<file path="config.mk">
export PLATFORM = sky130hd
export DESIGN_NAME = serial_tx_arbiter
export DESIGN_NICKNAME = d
export VERILOG_FILES = /design/src/rtl/serial_tx_pkg.sv /design/src/rtl/serial_tx_arbiter_rr_arbiter.sv /design/src/rtl/serial_tx_arbiter.sv
export SDC_FILE = /design/constraint.sdc
export NUM_CORES = 1
export LEC_CHECK = 0
export CORE_ASPECT_RATIO = 0.6
export CORE_MARGIN = 10
export CORE_UTILIZATION = 47
export CTS_BUF_LIST = sky130_fd_sc_hd__clkbuf_2
export CTS_CLUSTER_SIZE = 28
export DETAILED_ROUTE_END_ITERATION = 8
export HOLD_SLACK_MARGIN = 0.12
export PLACE_DENSITY = 0.95
export SYNTH_ARGS = -nofsm -noshare
export SYNTH_HDL_FRONTEND = slang
export SYNTH_SLANG_ARGS = --single-unit
</file>
<file path="constraint.sdc">
create_clock -name clk_in -period 4.8 [get_ports clk_in]
set_clock_uncertainty 0.15 [all_clocks]
set_input_delay 0.72 -clock clk_in [delete_from_list [all_inputs] [get_ports clk_in]]
set_output_delay 0.72 -clock clk_in [all_outputs]
set_load 0.05 [all_outputs]
</file>
<file path="src/rtl/serial_tx_pkg.sv">
// ---------------------------------------------------------------------------
// serial_tx_pkg
// Shared types and constants for the serial out buffer sharing logic.
//   tx_state_e           : arbiter FSM states
//   FRAME_BITS           : bits in one serial frame on the line
//   DEFAULT_FRAME_CYCLES : Go pulse to transmitter idle (frame + latency + margin)
//   DEFAULT_GAP_CYCLES   : idle cycles forced between two frames
//   clog2 / max2         : elaboration-time helpers for sizing counters/indices
// ---------------------------------------------------------------------------
package serial_tx_pkg;

  typedef enum logic [1:0] {
    IDLE   = 2'd0,
    LAUNCH = 2'd1,
    WAIT   = 2'd2,
    GAP    = 2'd3
  } tx_state_e;

  localparam int FRAME_BITS           = 19;
  // One extra cycle for the transmitter output register, one for margin.
  localparam int DEFAULT_FRAME_CYCLES = FRAME_BITS + 2;
  localparam int DEFAULT_GAP_CYCLES   = 2;

  // Ceiling log2, never smaller than 1 so a 2-entry index still gets a bit.
  function automatic int clog2(input int value);
    int result;
    int remaining;
    result    = 0;
    remaining = value - 1;
    while (remaining > 0) begin
      result++;
      remaining = remaining >> 1;
    end
    if (result == 0) begin
      result = 1;
    end
    return result;
  endfunction

  function automatic int max2(input int a, input int b);
    return (a > b) ? a : b;
  endfunction

endpackage

</file>
<file path="src/rtl/serial_tx_arbiter_rr_arbiter.sv">
// ---------------------------------------------------------------------------
// rr_arbiter
// Purely combinational round-robin picker, reusable by any block that shares
// a resource between NUM_REQ clients.
//   req    : request vector, one bit per client
//   rr_ptr : index that has highest priority this round
//   winner : first set req bit at or above rr_ptr, wrapping past NUM_REQ-1
//   valid  : at least one request is set (winner is meaningless otherwise)
// ---------------------------------------------------------------------------
module rr_arbiter
  import serial_tx_pkg::*;
#(
  parameter  int NUM_REQ = 4,
  localparam int IDX_W   = clog2(NUM_REQ)
) (
  input  logic [NUM_REQ-1:0] req,
  input  logic [IDX_W-1:0]   rr_ptr,
  output logic [IDX_W-1:0]   winner,
  output logic               valid
);

  // Walk the offsets from the farthest back to the nearest so that the last
  // hit written is the one closest to rr_ptr; this avoids a break statement
  // and keeps the loop a plain priority chain for synthesis.
  always_comb begin
    int idx;
    idx    = 0;
    winner = '0;
    valid  = 1'b0;
    for (int i = NUM_REQ - 1; i >= 0; i--) begin
      idx = int'(rr_ptr) + i;
      if (idx >= NUM_REQ) begin
        idx = idx - NUM_REQ;
      end
      if (req[idx[IDX_W-1:0]]) begin
        winner = idx[IDX_W-1:0];
        valid  = 1'b1;
      end
    end
  end

endmodule

</file>
<file path="src/rtl/serial_tx_arbiter.sv">
// ---------------------------------------------------------------------------
// serial_tx_arbiter
// Shares one serial out buffer (A + D words, Go-started frame) between
// NUM_REQ requesters. Grants in round-robin order, latches the winner's
// words, pulses Go, times the frame by counting cycles, then enforces an
// idle gap before the next grant. All outputs are registered.
//   clk_in   : system clock, rising edge
//   reset_n  : asynchronous active-low reset
//   req      : level request per requester, held with stable data until ack
//   a_in     : packed A words, requester i at [i*SIZE_A +: SIZE_A]
//   d_in     : packed D words, same packing
//   ack      : one-cycle pulse, request captured and data may change
//   done     : one-cycle pulse, that requester's frame has left the line
//   tx_go    : one-cycle Go pulse to the serial out buffer
//   tx_a     : latched A word to the transmitter
//   tx_d     : latched D word to the transmitter
//   busy     : high in every state except IDLE
//   grant_id : index of the current or most recent winner
// ---------------------------------------------------------------------------
module serial_tx_arbiter
  import serial_tx_pkg::*;
#(
  parameter  int NUM_REQ      = 4,
  parameter  int SIZE_A       = 7,
  parameter  int SIZE_D       = 8,
  parameter  int FRAME_CYCLES = DEFAULT_FRAME_CYCLES,
  parameter  int GAP_CYCLES   = DEFAULT_GAP_CYCLES,
  localparam int IDX_W        = clog2(NUM_REQ)
) (
  input  logic                       clk_in,
  input  logic                       reset_n,
  input  logic [NUM_REQ-1:0]         req,
  input  logic [NUM_REQ*SIZE_A-1:0]  a_in,
  input  logic [NUM_REQ*SIZE_D-1:0]  d_in,
  output logic [NUM_REQ-1:0]         ack,
  output logic [NUM_REQ-1:0]         done,
  output logic                       tx_go,
  output logic [SIZE_A-1:0]          tx_a,
  output logic [SIZE_D-1:0]          tx_d,
  output logic                       busy,
  output logic [IDX_W-1:0]           grant_id
);

  localparam int CNT_W = clog2(max2(FRAME_CYCLES, GAP_CYCLES) + 1);

  // LAUNCH already accounts for one cycle of the frame and the WAIT exit edge
  // for another, so WAIT counts down from FRAME_CYCLES-2 to zero.
  localparam logic [CNT_W-1:0] WAIT_LOAD = CNT_W'(FRAME_CYCLES - 2);
  localparam logic [CNT_W-1:0] GAP_LOAD  = CNT_W'(GAP_CYCLES - 1);
  localparam logic [IDX_W-1:0] LAST_IDX  = IDX_W'(NUM_REQ - 1);

  tx_state_e        state;
  logic [IDX_W-1:0] rr_ptr;
  logic [CNT_W-1:0] cnt;

  logic [IDX_W-1:0] arb_winner;
  logic             arb_valid;

  logic [SIZE_A-1:0] a_word [NUM_REQ];
  logic [SIZE_D-1:0] d_word [NUM_REQ];

  // Unpack the flat word buses once so the capture below is a simple mux.
  for (genvar i = 0; i < NUM_REQ; i++) begin : g_unpack
    assign a_word[i] = a_in[i*SIZE_A +: SIZE_A];
    assign d_word[i] = d_in[i*SIZE_D +: SIZE_D];
  end

  rr_arbiter #(
    .NUM_REQ (NUM_REQ)
  ) u_rr_arbiter (
    .req    (req),
    .rr_ptr (rr_ptr),
    .winner (arb_winner),
    .valid  (arb_valid)
  );

  function automatic logic [NUM_REQ-1:0] idx_onehot(input logic [IDX_W-1:0] idx);
    logic [NUM_REQ-1:0] vec;
    vec      = '0;
    vec[idx] = 1'b1;
    return vec;
  endfunction

  // Single FSM register block. Requests are only looked at in IDLE, so a
  // request raised mid-frame simply stays pending until the gap expires, and
  // one dropped before it is acked leaves no trace. grant_id is kept after
  // the frame so done can be routed back and software can see the last winner.
  always_ff @(posedge clk_in or negedge reset_n) begin
    if (!reset_n) begin
      state    <= IDLE;
      ack      <= '0;
      done     <= '0;
      tx_go    <= 1'b0;
      tx_a     <= '0;
      tx_d     <= '0;
      busy     <= 1'b0;
      grant_id <= '0;
      rr_ptr   <= '0;
      cnt      <= '0;
    end else begin
      case (state)
        IDLE: begin
          ack   <= '0;
          done  <= '0;
          tx_go <= 1'b0;
          busy  <= 1'b0;
          if (arb_valid) begin
            tx_a     <= a_word[arb_winner];
            tx_d     <= d_word[arb_winner];
            grant_id <= arb_winner;
            ack      <= idx_onehot(arb_winner);
            tx_go    <= 1'b1;
            busy     <= 1'b1;
            rr_ptr   <= (arb_winner == LAST_IDX) ? '0 : arb_winner + 1'b1;
            state    <= LAUNCH;
          end
        end

        LAUNCH: begin
          tx_go <= 1'b0;
          ack   <= '0;
          cnt   <= WAIT_LOAD;
          state <= WAIT;
        end

        WAIT: begin
          if (cnt == '0) begin
            done  <= idx_onehot(grant_id);
            cnt   <= GAP_LOAD;
            state <= GAP;
          end else begin
            cnt <= cnt - 1'b1;
          end
        end

        GAP: begin
          done <= '0;
          if (cnt == '0) begin
            busy  <= 1'b0;
            state <= IDLE;
          end else begin
            cnt <= cnt - 1'b1;
          end
        end

        default: begin
          state <= IDLE;
        end
      endcase
    end
  end

endmodule

</file>
==> flow_metrics.env, run 1 <==
# yosys + openroad results
export IMPL_regArea_sq_um=901
export IMPL_min_period_ps=2750
export IMPL_rsz0062_at_grt="false"
export IMPL_setup_tns_final_ps=0
export IMPL_grt_pass1_vias=2081
export IMPL_firstDrtPassIters=4
export IMPL_antenna_found_initial=0
export IMPL_logic_area_sq_um=1140
export IMPL_dpl_cell_count=370
export IMPL_antenna_left=0
export IMPL_cts_sinks=36
export IMPL_hp_class="input port to async pin"
export IMPL_start_kind="register"
export IMPL_globalRoute_totalOverflow=0
export IMPL_slew_viol_final=0
export IMPL_max_freq_mhz=363
export IMPL_outcome="completed"
export IMPL_ys_sh_aoi=0.240
export IMPL_ys_seq_share=0.416
export IMPL_ys_top_logic_family="AND-OR/OR-AND gates"
export IMPL_dominantRegCellSynth="dfrtp_1"
export IMPL_worstPathCellList="inv_1 -> ha_1 -> inv_2 -> nor2_1 -> o311a_1 -> o21ai_1 -> o211ai_1"
export IMPL_cp_data_arrival_time_ps=2910
export IMPL_cp_max_fo=16
export IMPL_drcViolationCount=0
export IMPL_floorplan_nets=300
export IMPL_synthCells=228
export IMPL_leakage_nw=1.35
export IMPL_core_sq_um=4520
export IMPL_finalHoldViolCount=0
export IMPL_hpwl_microns=5540
[run 1: cells in the mapped netlist (4+ instances only)]
library cell and instances:
nand2_1 24, o211ai_1 15, a21boi_1 16, inv_1 7
ha_1 6, o21ai_0 11, buf_2 4, a21oi_1 4
dfrtp_1 36, and3_1 15, o31ai_1 4, nor2_1 10
nor2b_1 7, mux2i_1 15, o21ai_1 16, clkbuf_1 6
[run 1: layout by cell type, fill, tap and decap left out, types with 2 or more instances in the layout]
cell	n
nand2_1	24
o211ai_1	15
a32oi_1	2
mux2i_1	15
a21boi_1	16
nor2b_1	7
or4_4	2
nor3_1	2
ha_1	6
inv_1	7
dfrtp_1	36
nand2b_1	2
o21ai_0	11
a21oi_1	4
o31ai_1	4
o22ai_1	2
and3_1	15
nor4_2	2
nor2_1	10
clkbuf_2	7
nand3_1	2
o21ai_1	16
clkdlybuf4s50_1	91
mux2_2	2
[run 1: per-layer routing]
layer	track usage	routed length, microns	vias to the layer above
met1	0.210	3020	987
li1	-	-	1008
met4	0.0516	162	0
met2	0.279	3160	94
met3	0.0707	703	17
met5	0	0	-
[run 1: area by class of cell]
| cell class | instances | share of cell area |
|---|---|---|
| inverter | 9 | 0.0125 |
| tap | 63 | 0.0253 |
| sequential | 36 | 0.290 |
| clock inverter | 1 | 0.00121 |
| timing repair buffer | 92 | 0.294 |
| multi-input combinational | 170 | 0.366 |
| clock buffer | 7 | 0.0113 |
[run 1: sequential cells by signal, indices dropped and copies added, names as in the netlist]
signal,count
state,2
done,4
tx_a,7
busy,1
grant_id,2
tx_d,8
tx_go,1
ack,4
rr_ptr,2
cnt,5
[run 1: power by group]
group          switching [mW]  internal [mW]  total, mW
combinational           0.788          0.456       1.24
clock                  0.0993         0.0390      0.138
sequential             0.0860          0.429      0.515
total                   0.973          0.924       1.90
[run 1: path summary, 6_finish.rpt]
path / from / cells past startpoint / slack [ps] / end
worst min-delay path: reset_n / 1 / 240 / tx_d[6]
worst max register to register: state[0] / 7 / 2050 / tx_d[7]
worst min register to register: tx_d[3] / 2 / 370 / tx_d[3]
max in group asynchronous: reset_n / 1 / 3720 / state[0]
worst max-delay path: state[0] / 7 / 2050 / tx_d[7]
min in group clk_in: tx_d[3] / 2 / 370 / tx_d[3]
[run 1: critical path, delay by kind of cell (launching register included)]
| kind | cells | cell delay (ps) |
|---|---|---|
| simple gates | 1 | 500 |
| buf+inv | 2 | 260 |
| fa+ha+maj | 1 | 440 |
| compound gates | 3 | 900 |
| flops | 1 | 450 |
[run 1: kinds of logic after synthesis]
kind of cell,Yosys count
AND-OR/OR-AND,78
adder cells (fa/ha/maj),6
buffers and inverters,22
flip-flops,36
multiplexers,17
AND/OR/NAND/NOR,69
[run 1: through the flow]
step	setup slack (ps)	hold slack, ps	power (mW)	cell area, sq um
CTS	2080	265	1.91	3110
global route	1840	272	2.03	3110
finish	2050	244	1.90	3110
detailed placement	1660	338	1.76	3070
floorplan	2300	274	1.41	2160
global placement	1730	328	1.72	3070
### Clock wiring as the flow saved it, run 1

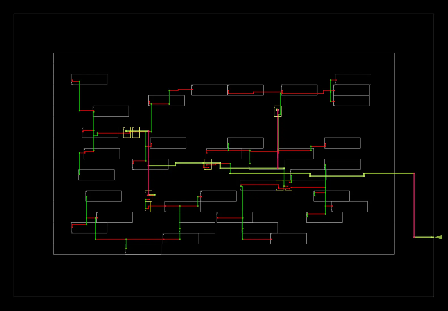
clk ins delay skew pair: 390 ps
clkbuf count: 7

### Sequential cells grouped by signal name, run 1

Scale bar: 20 microns.
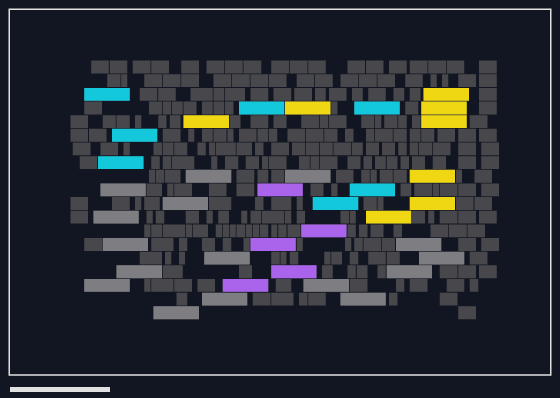
Cyan is tx_a, flops 7. Yellow is tx_d, flops 8. Purple is cnt, flops 5.
Another 16 sequential cells are not colored.

### Signal wires by layer, run 1

Two of the layers only.
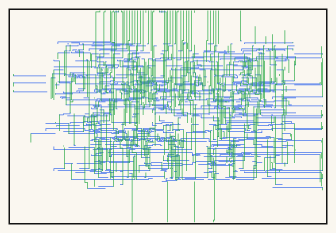
Green is M2, wire length 3160 microns. Blue is M1, wire length 3020 microns.
via total after detailed routing: 2106
GRT Util Overall: 0.174
WL final: 7050 microns
average wire per standard cell: 18.7 microns

### Port wiring, run 1

Scale bar: 20 microns.
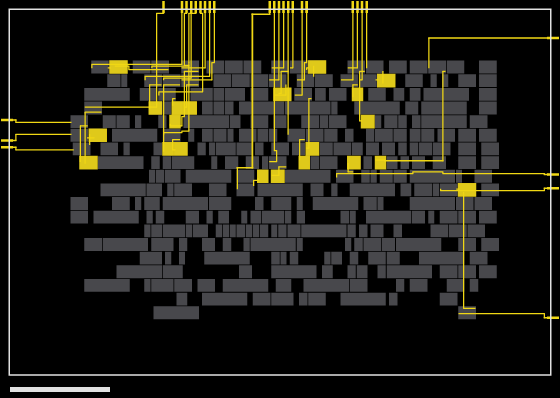

==> run 1 -> run 2 <==
--- a/config.mk
+++ b/config.mk
@@ -7,12 +7,12 @@
 export LEC_CHECK = 0
 export CORE_ASPECT_RATIO = 0.6
 export CORE_MARGIN = 10
-export CORE_UTILIZATION = 47
+export CORE_UTILIZATION = 40
 export CTS_BUF_LIST = sky130_fd_sc_hd__clkbuf_2
 export CTS_CLUSTER_SIZE = 28
 export DETAILED_ROUTE_END_ITERATION = 8
 export HOLD_SLACK_MARGIN = 0.12
-export PLACE_DENSITY = 0.95
+export PLACE_DENSITY = 0.89
 export SYNTH_ARGS = -nofsm -noshare
 export SYNTH_HDL_FRONTEND = slang
 export SYNTH_SLANG_ARGS = --single-unit
==> constraint.sdc (replaced) <==
create_clock -name clk_in -period 2.3 [get_ports clk_in]
set_clock_uncertainty 0.15 [all_clocks]
set_input_delay 0.345 -clock clk_in [delete_from_list [all_inputs] [get_ports clk_in]]
set_output_delay 0.345 -clock clk_in [all_outputs]
set_load 0.05 [all_outputs]
### Port wiring, run 2

Scale bar: 20 microns.
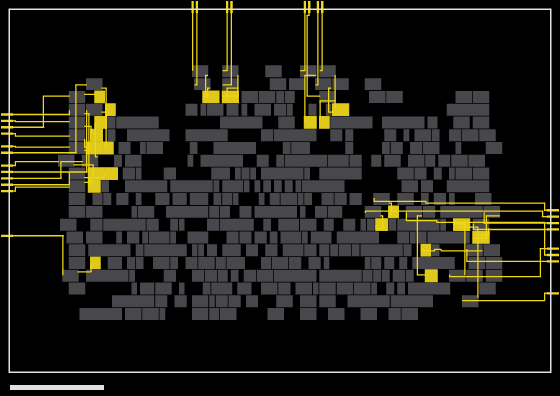
Yellow is a_in, direction input, end cells 21, buffers 28, wire 748 microns.
PortBufs: 92
io pins: 93

### Sequential cells grouped by signal name, run 2

Scale bar: 20 microns.
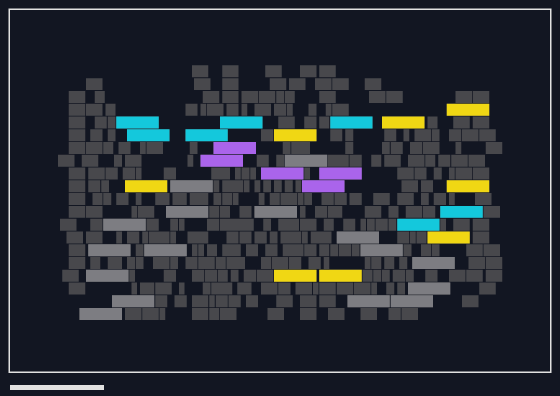
Purple is cnt, flops 5, where middle. Cyan is tx_a, flops 7. Yellow is tx_d, flops 8.
Another 16 sequential cells are not colored.
P_seq: 1.08 mW
Reg area: 901 sq um

==> run 2 against run 1 <==
Cell count rose by 7.1%. Final area increased by 6.4%. Clock power is 110% higher. Synthesized area did not move. First-iteration DRC count is 30% lower. Via count up 4.6%. Utilization down 4.6 points. Non-clock buffer count is 24 higher. Total power up 120%. Worst setup slack got worse by 1900 ps.
==> flow_metrics.env, run 2 <==
# yosys + openroad results
export IMPL_most_common_cell="dfrtp_1"
export IMPL_fin_ws_ps=120
export IMPL_grt_util_met2=0.257
export IMPL_hold_start="tx_a[4]"
export IMPL_cp_max_fo=5
export IMPL_hpwl_microns=5860
export IMPL_grtUsageTotal=0.162
export IMPL_regMostFlops="tx_d"
export IMPL_slew_viol_final=0
export IMPL_use_met1=0.201
export IMPL_insertion_delay_ps=390
export IMPL_met3_usage=0.0536
export IMPL_holdPathEnd="tx_a[4]"
export IMPL_finalHoldViolCount=0
export IMPL_lay_top_cells="clkdlybuf4s50_1, dfrtp_1, nand2_1"
export IMPL_firstDrtPassIters=4
export IMPL_outcome="completed"
export IMPL_worstPathCellList="clkdlybuf4s50_1"
export IMPL_antenna_found_initial=0
export IMPL_r2r_end="tx_a[5]"
export IMPL_globalRoute_totalOverflow=0
export IMPL_path_delay_family="buffers and inverters"
export IMPL_hp_class="register to register"
export IMPL_p_total_mw=4.21
export IMPL_rr_worst_depth=7
export IMPL_max_freq_mhz=459
export IMPL_floorplan_nets=300
export IMPL_top_regs="tx_d (8), tx_a (7), cnt (5)"
export IMPL_synthCells=228
run 2: cells by family (layout without fill, tap and decap cells):
kind of cell,Yosys count,count (layout),share of synthesized area
buffers and inverters,22,133,0.0578
DFF,36,36,0.416
AOI/OAI and AO/OA,78,78,0.240
adders and majority gates,6,6,0.0347
muxes,17,17,0.0798
and+or+nand+nor,69,69,0.171
run 2: worst register-to-register path: stages, from the launching register on:
cell and delay, ps:
dfrtp_1 460, inv_1 90, ha_1 190, inv_2 100, nor2_1 190, o311a_2 440
o21ai_1 160, o211ai_1 120
run 2: metal layers:
| layer | wire, microns | vias up |
|---|---|---|
| met5 | 0 | - |
| met1 | 3130 | 1038 |
| li1 | - | 1052 |
| met4 | 154 | 0 |
| met2 | 3340 | 97 |
| met3 | 709 | 16 |
run 2: final cells by class:
class                      instances  area, sq um  share of cell area
inverter                           9         38.8              0.0117
multi-input combinational        170         1140               0.344
clock buffer                       5         25.0             0.00756
tap                               66         82.6              0.0249
timing repair buffer             116         1110               0.335
clock inverter                     3         13.8             0.00416
sequential                        36          901               0.272
run 2: how the worst max path moves through the flow:
| stage | startpoint | end | slack (ps) |
|---|---|---|---|
| detailed placement | req[2] | tx_a[6] | -220 |
| finish | grant_id[0] | grant_id[0] | 120 |
| global route | grant_id[0] | grant_id[0] | 30 |
| floorplan | req[2] | rr_ptr[1] | 180 |
| global placement | req[2] | tx_a[5] | -150 |
| CTS | grant_id[0] | grant_id[0] | 80 |
run 2: repair_timing:
action / 4_1_cts / 5_1_grt
resized: 0 / 1
hold buffers: 1 / 0
endpoints found under the hold margin: 36 / 0
setup buffers: 0 / 0
endpoints found under the setup margin: 0 / 2
run 2: per-stage QoR:
step,std cells,area [sq um]
detailed placement,396,3260
finish,405,3310
floorplan,228,2160
global route,405,3310
CTS,405,3310
global placement,396,3260
run 2: report_power, final:
| group | leakage, nW | switching, mW | internal [mW] |
|---|---|---|---|
| registers | 0.450 | 0.183 | 0.895 |
| logic | 0.987 | 1.71 | 1.14 |
| clock network | 0.0302 | 0.216 | 0.0681 |
Power figures rest on the tool's default switching activity, not on a simulated workload.
